### Metal layers overlaid, run 1

Bar = 20 um. Only two layers are drawn.
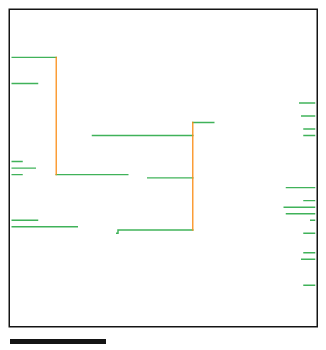
### Power grid, run 1

Bar = 20 um. Pins as bars on the die edge. Tap cells in grey.
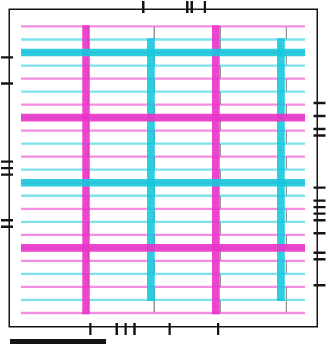
### Clock routing, run 1

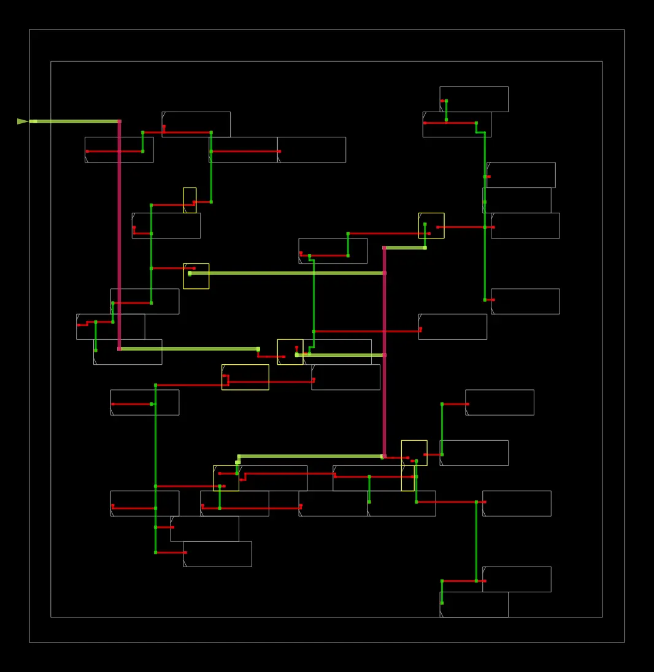
==> src/rtl/aclk_pkg.sv <==
// Shared types and constants for the alarm-clock keypad entry controller.
package aclk_pkg;

  typedef logic [3:0] digit_t;

  localparam digit_t NOKEY = 4'd10;

  typedef enum logic [2:0] {
    SHOW_TIME  = 3'd0,
    SHOW_ALARM = 3'd1,
    ENTRY      = 3'd2,
    COMMIT_A   = 3'd3,
    COMMIT_C   = 3'd4,
    WAIT_REL   = 3'd5
  } state_t;

  // An HH:MM entry is legal when hours are 00..23 and minute tens are 0..5.
  function automatic logic time_valid(input digit_t ms_hr, input digit_t ls_hr,
                                      input digit_t ms_min);
    logic v_hr;
    v_hr = (ms_hr < 4'd2) || ((ms_hr == 4'd2) && (ls_hr <= 4'd3));
    return v_hr && (ms_min <= 4'd5);
  endfunction

endpackage

==> src/rtl/aclk_timeout_cnt.sv <==
// Counts one_second ticks since the last key press; saturates at TIMEOUT_SEC.
module aclk_timeout_cnt #(
  parameter int unsigned TIMEOUT_SEC = 10
) (
  input  logic clock,
  input  logic reset,
  input  logic i_clear,
  input  logic i_tick,
  output logic o_expired
);

  localparam logic [3:0] LIMIT = 4'(TIMEOUT_SEC);

  logic [3:0] r_count;

  // Clear has priority so a press coinciding with a tick restarts the count.
  always_ff @(posedge clock) begin
    if (!reset) begin
      r_count <= 4'd0;
    end else if (i_clear) begin
      r_count <= 4'd0;
    end else if (i_tick && (r_count != LIMIT)) begin
      r_count <= r_count + 4'd1;
    end else begin
      r_count <= r_count;
    end
  end

  assign o_expired = (r_count == LIMIT);

endmodule

==> src/rtl/aclk_key_entry.sv <==
// Keypad entry controller: collects HH:MM digits, commits them to the alarm or
// time counter, and abandons idle entries after a timeout.
module aclk_key_entry
  import aclk_pkg::*;
#(
  parameter int unsigned TIMEOUT_SEC = 10
) (
  input  logic       clock,
  input  logic       reset,
  input  logic       one_second,
  input  logic [3:0] key,
  input  logic       alarm_button,
  input  logic       time_button,
  output logic [3:0] key_ms_hr,
  output logic [3:0] key_ls_hr,
  output logic [3:0] key_ms_min,
  output logic [3:0] key_ls_min,
  output logic       show_new_time,
  output logic       show_a,
  output logic       load_new_a,
  output logic       load_new_c,
  output logic       key_error
);

  state_t r_state;
  state_t w_state_nxt;
  digit_t r_key_prev;
  digit_t r_ms_hr, r_ls_hr, r_ms_min, r_ls_min;
  digit_t w_ms_hr_nxt, w_ls_hr_nxt, w_ms_min_nxt, w_ls_min_nxt;
  logic   r_show_new_time, r_show_a, r_load_new_a, r_load_new_c, r_key_error;
  logic   w_show_new_time_nxt, w_show_a_nxt, w_load_new_a_nxt, w_load_new_c_nxt;
  logic   w_key_error_nxt;
  logic   w_press, w_valid, w_expired, w_cnt_clear;

  assign w_press     = (key <= 4'd9) && (r_key_prev == NOKEY);
  assign w_valid     = time_valid(r_ms_hr, r_ls_hr, r_ms_min);
  assign w_cnt_clear = (r_state != ENTRY) || w_press;

  aclk_timeout_cnt #(.TIMEOUT_SEC(TIMEOUT_SEC)) u_timeout (
    .clock     (clock),
    .reset     (reset),
    .i_clear   (w_cnt_clear),
    .i_tick    (one_second),
    .o_expired (w_expired)
  );

  // State register.
  always_ff @(posedge clock) begin
    if (!reset) begin
      r_state <= SHOW_TIME;
    end else begin
      r_state <= w_state_nxt;
    end
  end

  // Next state, next digit values and next registered outputs.
  always_comb begin
    w_state_nxt      = r_state;
    w_ms_hr_nxt      = r_ms_hr;
    w_ls_hr_nxt      = r_ls_hr;
    w_ms_min_nxt     = r_ms_min;
    w_ls_min_nxt     = r_ls_min;
    w_load_new_a_nxt = 1'b0;
    w_load_new_c_nxt = 1'b0;
    w_key_error_nxt  = 1'b0;
    case (r_state)
      SHOW_TIME: begin
        if (alarm_button) begin
          w_state_nxt = SHOW_ALARM;
        end else if (w_press) begin
          w_state_nxt  = ENTRY;
          w_ms_hr_nxt  = 4'd0;
          w_ls_hr_nxt  = 4'd0;
          w_ms_min_nxt = 4'd0;
          w_ls_min_nxt = key;
        end else begin
          w_state_nxt = SHOW_TIME;
        end
      end
      SHOW_ALARM: begin
        if (!alarm_button) begin
          w_state_nxt = SHOW_TIME;
        end else begin
          w_state_nxt = SHOW_ALARM;
        end
      end
      ENTRY: begin
        if (alarm_button) begin
          w_state_nxt = COMMIT_A;
        end else if (time_button) begin
          w_state_nxt = COMMIT_C;
        end else if (w_press) begin
          w_ms_hr_nxt  = r_ls_hr;
          w_ls_hr_nxt  = r_ms_min;
          w_ms_min_nxt = r_ls_min;
          w_ls_min_nxt = key;
        end else if (w_expired) begin
          w_state_nxt  = SHOW_TIME;
          w_ms_hr_nxt  = 4'd0;
          w_ls_hr_nxt  = 4'd0;
          w_ms_min_nxt = 4'd0;
          w_ls_min_nxt = 4'd0;
        end else begin
          w_state_nxt = ENTRY;
        end
      end
      COMMIT_A: begin
        w_state_nxt      = WAIT_REL;
        w_load_new_a_nxt = w_valid;
        w_key_error_nxt  = !w_valid;
      end
      COMMIT_C: begin
        w_state_nxt      = WAIT_REL;
        w_load_new_c_nxt = w_valid;
        w_key_error_nxt  = !w_valid;
      end
      WAIT_REL: begin
        // Digits stay visible during the strobe, then clear here.
        w_ms_hr_nxt  = 4'd0;
        w_ls_hr_nxt  = 4'd0;
        w_ms_min_nxt = 4'd0;
        w_ls_min_nxt = 4'd0;
        if (!alarm_button && !time_button) begin
          w_state_nxt = SHOW_TIME;
        end else begin
          w_state_nxt = WAIT_REL;
        end
      end
      default: begin
        w_state_nxt  = SHOW_TIME;
        w_ms_hr_nxt  = 4'd0;
        w_ls_hr_nxt  = 4'd0;
        w_ms_min_nxt = 4'd0;
        w_ls_min_nxt = 4'd0;
      end
    endcase
    w_show_a_nxt        = (w_state_nxt == SHOW_ALARM);
    w_show_new_time_nxt = (w_state_nxt == ENTRY) || (w_state_nxt == COMMIT_A) ||
                          (w_state_nxt == COMMIT_C);
  end

  // Registered digits, key history and LCD/strobe outputs.
  always_ff @(posedge clock) begin
    if (!reset) begin
      r_key_prev      <= NOKEY;
      r_ms_hr         <= 4'd0;
      r_ls_hr         <= 4'd0;
      r_ms_min        <= 4'd0;
      r_ls_min        <= 4'd0;
      r_show_new_time <= 1'b0;
      r_show_a        <= 1'b0;
      r_load_new_a    <= 1'b0;
      r_load_new_c    <= 1'b0;
      r_key_error     <= 1'b0;
    end else begin
      r_key_prev      <= key;
      r_ms_hr         <= w_ms_hr_nxt;
      r_ls_hr         <= w_ls_hr_nxt;
      r_ms_min        <= w_ms_min_nxt;
      r_ls_min        <= w_ls_min_nxt;
      r_show_new_time <= w_show_new_time_nxt;
      r_show_a        <= w_show_a_nxt;
      r_load_new_a    <= w_load_new_a_nxt;
      r_load_new_c    <= w_load_new_c_nxt;
      r_key_error     <= w_key_error_nxt;
    end
  end

  assign key_ms_hr     = r_ms_hr;
  assign key_ls_hr     = r_ls_hr;
  assign key_ms_min    = r_ms_min;
  assign key_ls_min    = r_ls_min;
  assign show_new_time = r_show_new_time;
  assign show_a        = r_show_a;
  assign load_new_a    = r_load_new_a;
  assign load_new_c    = r_load_new_c;
  assign key_error     = r_key_error;

endmodule

==> config.mk <==
export PLATFORM = sky130hd
export DESIGN_NAME = aclk_key_entry
export DESIGN_NICKNAME = d
export VERILOG_FILES = /design/src/rtl/aclk_pkg.sv /design/src/rtl/aclk_timeout_cnt.sv /design/src/rtl/aclk_key_entry.sv
export SDC_FILE = /design/constraint.sdc
export NUM_CORES = 1
export LEC_CHECK = 0
export CAP_MARGIN = 5
export CORE_AREA = 2 2 62 64
export CTS_CLUSTER_DIAMETER = 200
export CTS_CLUSTER_SIZE = 10
export DETAILED_ROUTE_END_ITERATION = 12
export DIE_AREA = 0 0 64 66
export GPL_ROUTABILITY_DRIVEN = 0
export PLACE_DENSITY_LB_ADDON = 0.08
export SETUP_SLACK_MARGIN = 0.1
export SYNTH_ARGS = -nofsm -noshare
export SYNTH_HDL_FRONTEND = slang
export SYNTH_SLANG_ARGS = --single-unit
==> constraint.sdc <==
create_clock -name clock -period 2 [get_ports clock]
set_input_delay 0.2 -clock clock [delete_from_list [all_inputs] [get_ports clock]]
set_output_delay 0.2 -clock clock [all_outputs]
set_load 0.02 [all_outputs]
==> flow_summary.toml, run 1 <==
# implementation run metrics
[sta]
tns_ns = 0
final_max_slew_viol_count = 0
holdWs_ns = 0.441
setup_viol = 0
layout_setup_ws_ns = 0.352
fmax_mhz = 607
rsz0062_at_grt = "false"
relSlewSlack = 0.654

[finish]
final_nets = 194
buf_share = 0.191
seq_share = 0.358
comb_area_frac = 0.378
largestClassByArea = "multi-input combinational cells"
diodes = 0
comb_cells = 105
clkCellAreaFrac = 0.0328
seq_cell_count = 32
final_core_util = 0.505
most-common-layout-cells = "dfxtp_1, clkdlybuf4s50_1, nand2_1"
mostFrequentLayoutCell = "dfxtp_1"
signal_buffers = 36
inverters_excl_clock = 3
combGateArea_um2 = 678
post-route-cell-area_mm2 = 0.00179
final_cells = 232
area_delta_synth_final_pct = 30.5

[critical_path]
crit_fanout = 13
worst_path_largest_cell_delay_ns = 0.52
r2r_start = "r_state[2]"
end_kind = "register"
r2r_cells = 4
cp.arrival_ns = 1.91
worstSetupEndpoint = "show_new_time"
startpoint = "r_state[2]"
timing.rr.end = "show_new_time"
crit_type = "reg2reg"
cp-start-kind = "register"
crit_required_ns = 2.27
path_cells = "or3b_4 > or3b_1 > a21oi_2 > o21bai_1"
r2r_slack_ns = 0.35

[hold_path]
min_path_cells = 2
hp-start = "key[0]"
min_path_type = "in2reg"
min_to = "r_key_prev[0]"

[cts]
root_buffer = "clkbuf_4"
cts_tree = "done"
cts_resized = 0
htree_levels = 2
cts_setup_buffers = 0
hold_buffers = 0
clockBufferDepth = 2

[synthesis]
syn_inst = 148
synthTopCellsByArea = "dfxtp_1, o21bai_1, nand2_1"
yosysWarnings = 0
ys_sh_xor = 0.0191
fa_ha_area_frac = 0.0182
ys_cells = 148
mux_share = 0.0292
synthSimpleGateAreaFrac = 0.250
most_common_cell = "dfxtp_1"
aoi_share = 0.178
edf_count = 0
synthArstFlopShare = 0
synth_cell_types = 39
logic_family = "simple AND/OR/NAND/NOR gates"
top_area_cell = "dfxtp_1"
syn-cell-area_mm2 = 0.00137
numSynthFlops = 32
synthFlopType = "dfxtp_1"
synth_top_area_share = 0.467
yosysChipArea_mm2 = 0.00137
synth_nets = 159
avgSynthCellArea_um2 = 9.27

[power_and_ir_drop]
finalPower_uw = 1180
internal-power_uw = 885
pg_seq_uw = 660
maxPowerGroup = "sequential cells"
clock_net_power_uw = 384
seqPwrFrac = 0.558
cellLeakagePower_uw = 0.000643
p_sw_frac = 0.252
pg_comb_uw = 140
clkPwrFrac = 0.324
powerDensity_mw_per_mm2 = 660

[floorplan]
die_w_um = 64
floorplan.core_util = 0.387
n_tap_cell = 48
rows = 22

[run_status]
status = "finished, final reports clean"

[drt]
postRouteAntennaNets = 0
drtIter0Drc = 35
via_per_inst = 5.22
highest_layer = "met4"
first_pass_iters = 4
wl_met3_um = 148
drc = 0

[placed_design]
dp_cells = 224
placed_area_mm2 = 0.00173
io_buffers = 29
dp_slack_ns = 0.167

[run]
maxCapViolations = 0

[grt]
grt_pass1_vias = 1149
grt_pass1_wl_um = 5320
grtUsageTotal = 0.164
gr-total-overflow = 0
grt_max_degree = 19
grtUsageMet1 = 0.204
Notes on 'Metal layers overlaid' above:
[metal 3] green | wire length: 149 um
[metal 4] orange | wire length: 46.9 um
wire per inst: 13.0 um
total wire length: 3010 um
total number of vias: 1210

Notes on 'Power grid' above:
[VSS] magenta
[VDD] cyan
met1 rails: 23
met4 straps: 4
Die H: 66 um
CORE AREA: 0.00355 mm^2
worst IR drop on VDD: 356 uV

Notes on 'Clock routing' above:
clk_lat worst skew: 0.33 ns
CTS buffer count: 5
CTS sink cnt: 32
skew final: 0.00564 ns
# clk buffers: 8

==> run 1: flip-flops by register name, indices dropped and copies added, names as in the netlist <==
| name | flops |
|---|---|
| key_ls_min | 4 |
| key_ls_hr | 4 |
| r_key_prev | 4 |
| u_timeout.r_count | 4 |
| key_ms_hr | 4 |
| load_new_c | 1 |
| r_state | 3 |
| key_ms_min | 4 |
| show_new_time | 1 |
| load_new_a | 1 |
| key_error | 1 |
| show_a | 1 |
==> run 1: worst max-delay path: cells and delay by family, from the launching register on <==
| kind | cells | cell delay (ns) |
|---|---|---|
| AND-OR/OR-AND | 2 | 0.27 |
| AND/OR/NAND/NOR | 2 | 0.91 |
| flip-flops | 1 | 0.41 |
### Clock network drawn from the DEF, run 1

Bar = 20 um.
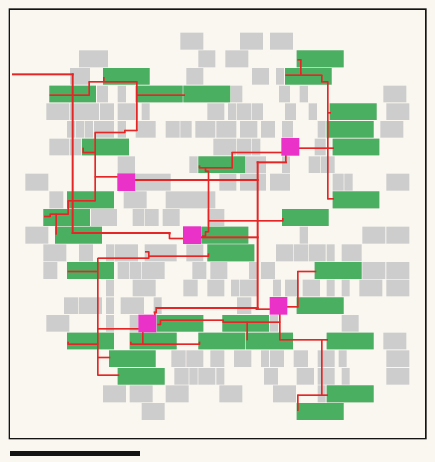

==> run 2, diff against run 1 <==
Clock period 2 ns to 1.5 ns, I/O delays scaled along.
### Clock network drawn from the DEF, run 2

Bar = 20 um.
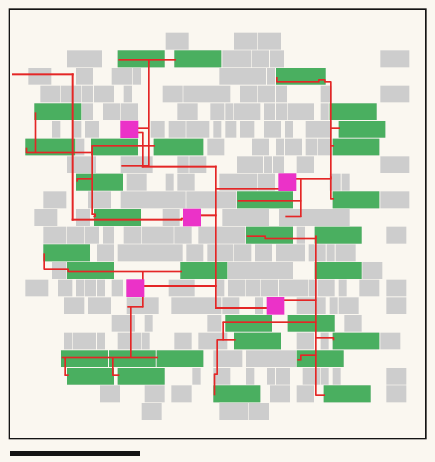
[clock wires] red | length: 392 um
[clock drivers] magenta | count: 5
[flip-flops] green | count: 32
routed clock nets: 6

### Cells coloured by class, run 2

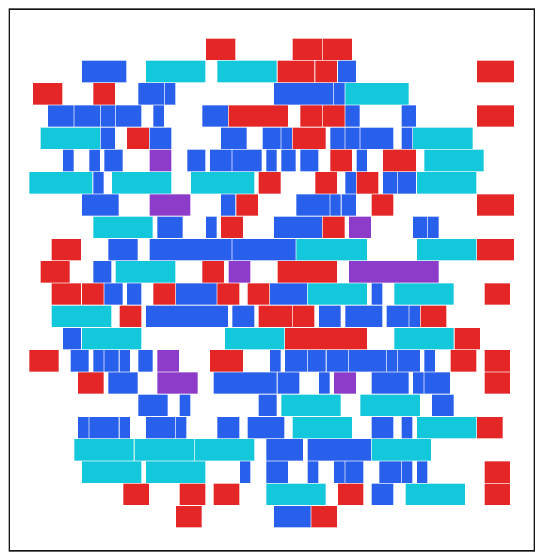
[flops] cyan | cells: 32 | share of their area: 31%
[other buffers and delay cells] red | cells: 56 | share of their area: 26%
[combinational and other logic] blue | cells: 108 | share of their area: 39%
[clock drivers and dummy loads] purple | cells: 8 | share of their area: 4.5%

==> run 2 against run 1 <==
Wire length is 6.9% higher; power is 60% higher; maximum frequency is 13% higher; flip-flop count stayed put; synthesized area stayed put; die size stayed put; synthesized cell count stayed put; register-to-register slack worse by 0.32 ns.
==> flow_summary.toml, run 2 <==
# implementation run metrics
[run_status]
status = "finished, final reports clean"

[drt]
wl_met3_um = 152
routedWlPerCell_um = 12.7
highest_layer = "met4"
totalWireLength_um = 3210
vias = 1271
postRouteAntennaNets = 0
drtIter0Drc = 45
first_pass_iters = 4

[finish]
clkbuf_count = 7
signal_buffers = 56
buf_share = 0.251
largestClassByArea = "multi-input combinational cells"
combGateArea_um2 = 813
mostFrequentLayoutCell = "dfxtp_1"
inverters_excl_clock = 3
comb_area_frac = 0.374
seq_cell_count = 32
post-route-cell-area_mm2 = 0.00217
clkCellAreaFrac = 0.0438
comb_cells = 105

[critical_path]
crit_type = "reg2reg"
r2r_start = "r_state[2]"
path_cells = "or3b_4 > buf_4 > nor4_2 > o21bai_1"
cp-start-kind = "register"
end_kind = "register"
r2r_cells = 4
crit_buf_inv = 1
crit_required_ns = 1.77
path_delay_family = "simple AND/OR/NAND/NOR gates"
crit_cells = 4
worstSetupEndpoint = "key_ms_min[3]"

[cts]
numCtsBuffers = 5
root_buffer = "clkbuf_4"
cts_tree = "done"
cts_setup_buffers = 5
htree_levels = 2
clockBufferDepth = 2
hold_buffers = 0
clock.latency.late_pin_ns = 0.33
cts_resized = 39

[synthesis]
aoi_share = 0.178
edf_count = 0
yosysChipArea_mm2 = 0.00137
synth_top_area_share = 0.467
synthTopCellsByArea = "dfxtp_1, o21bai_1, nand2_1"
yosysWarnings = 0
ys_sh_xor = 0.0191
synth_nets = 159
syn_inst = 148
synthSimpleGateAreaFrac = 0.250
synth_cell_types = 39
logic_family = "simple AND/OR/NAND/NOR gates"
synthFlopType = "dfxtp_1"
avgSynthCellArea_um2 = 9.27
top_area_cell = "dfxtp_1"
syn-cell-area_mm2 = 0.00137
fa_ha_area_frac = 0.0182
most_common_cell = "dfxtp_1"
numSynthFlops = 32

[sta]
fmax_mhz = 684
tns_ns = 0
setup_viol = 0
relSlewSlack = 0.774
rsz0062_at_grt = "true"
final_max_slew_viol_count = 0
layout_setup_ws_ns = 0.0373
clock_skew_ns = 0.0106

[hold_path]
min_path_type = "in2reg"
hp-start = "key[0]"
min_path_cells = 2

[floorplan]
rows = 22
core_mm2 = 0.00355
die-area_mm2 = 0.00422
floorplan.core_util = 0.387
die_w_um = 64
n_tap_cell = 48
die_h_um = 66

[power_and_ir_drop]
cellLeakagePower_uw = 0.000984
p_sw_frac = 0.232
internal-power_uw = 1460
seqPwrFrac = 0.462
vdd_drop_max_uv = 470
finalPower_uw = 1900
clkPwrFrac = 0.386
powerDensity_mw_per_mm2 = 873

[run]
maxCapViolations = 0

[placed_design]
io_buffers = 29
placed_area_mm2 = 0.00186
dp_slack_ns = -0.173

[grt]
grt_pass1_vias = 1269
grtUsageMet1 = 0.202
gr-total-overflow = 0
grt_pass1_wl_um = 5640
==> run 2: netlist changes by cell type in the layout (fill, tap and decap cells not counted), sizes merged <==
cell | before | now
bufinv | 0 | 1
buf | 7 | 27
dlygate4sd2 | 0 | 16
dlymetal6s2s | 0 | 5
clkdlybuf4s50 | 29 | 8
clkbuf | 8 | 7
==> run 2: power by group through the flow <==
stage               Combinational (uW)  Sequential (uW)  Clock (uW)
global route                       309              879         797
global placement                   223              896           0
detailed placement                 225              897           0
floorplan                          104              908           0
CTS                                280              877         750
finish                             288              877         732
==> run 2: per-stage QoR <==
step	cells	utilization
after global placement	237	0.523
after detailed placement	237	0.523
after floorplan	148	-
after global routing	252	0.612
after CTS	251	0.598
final	252	0.612
Power is estimated from default activity; no workload was simulated.
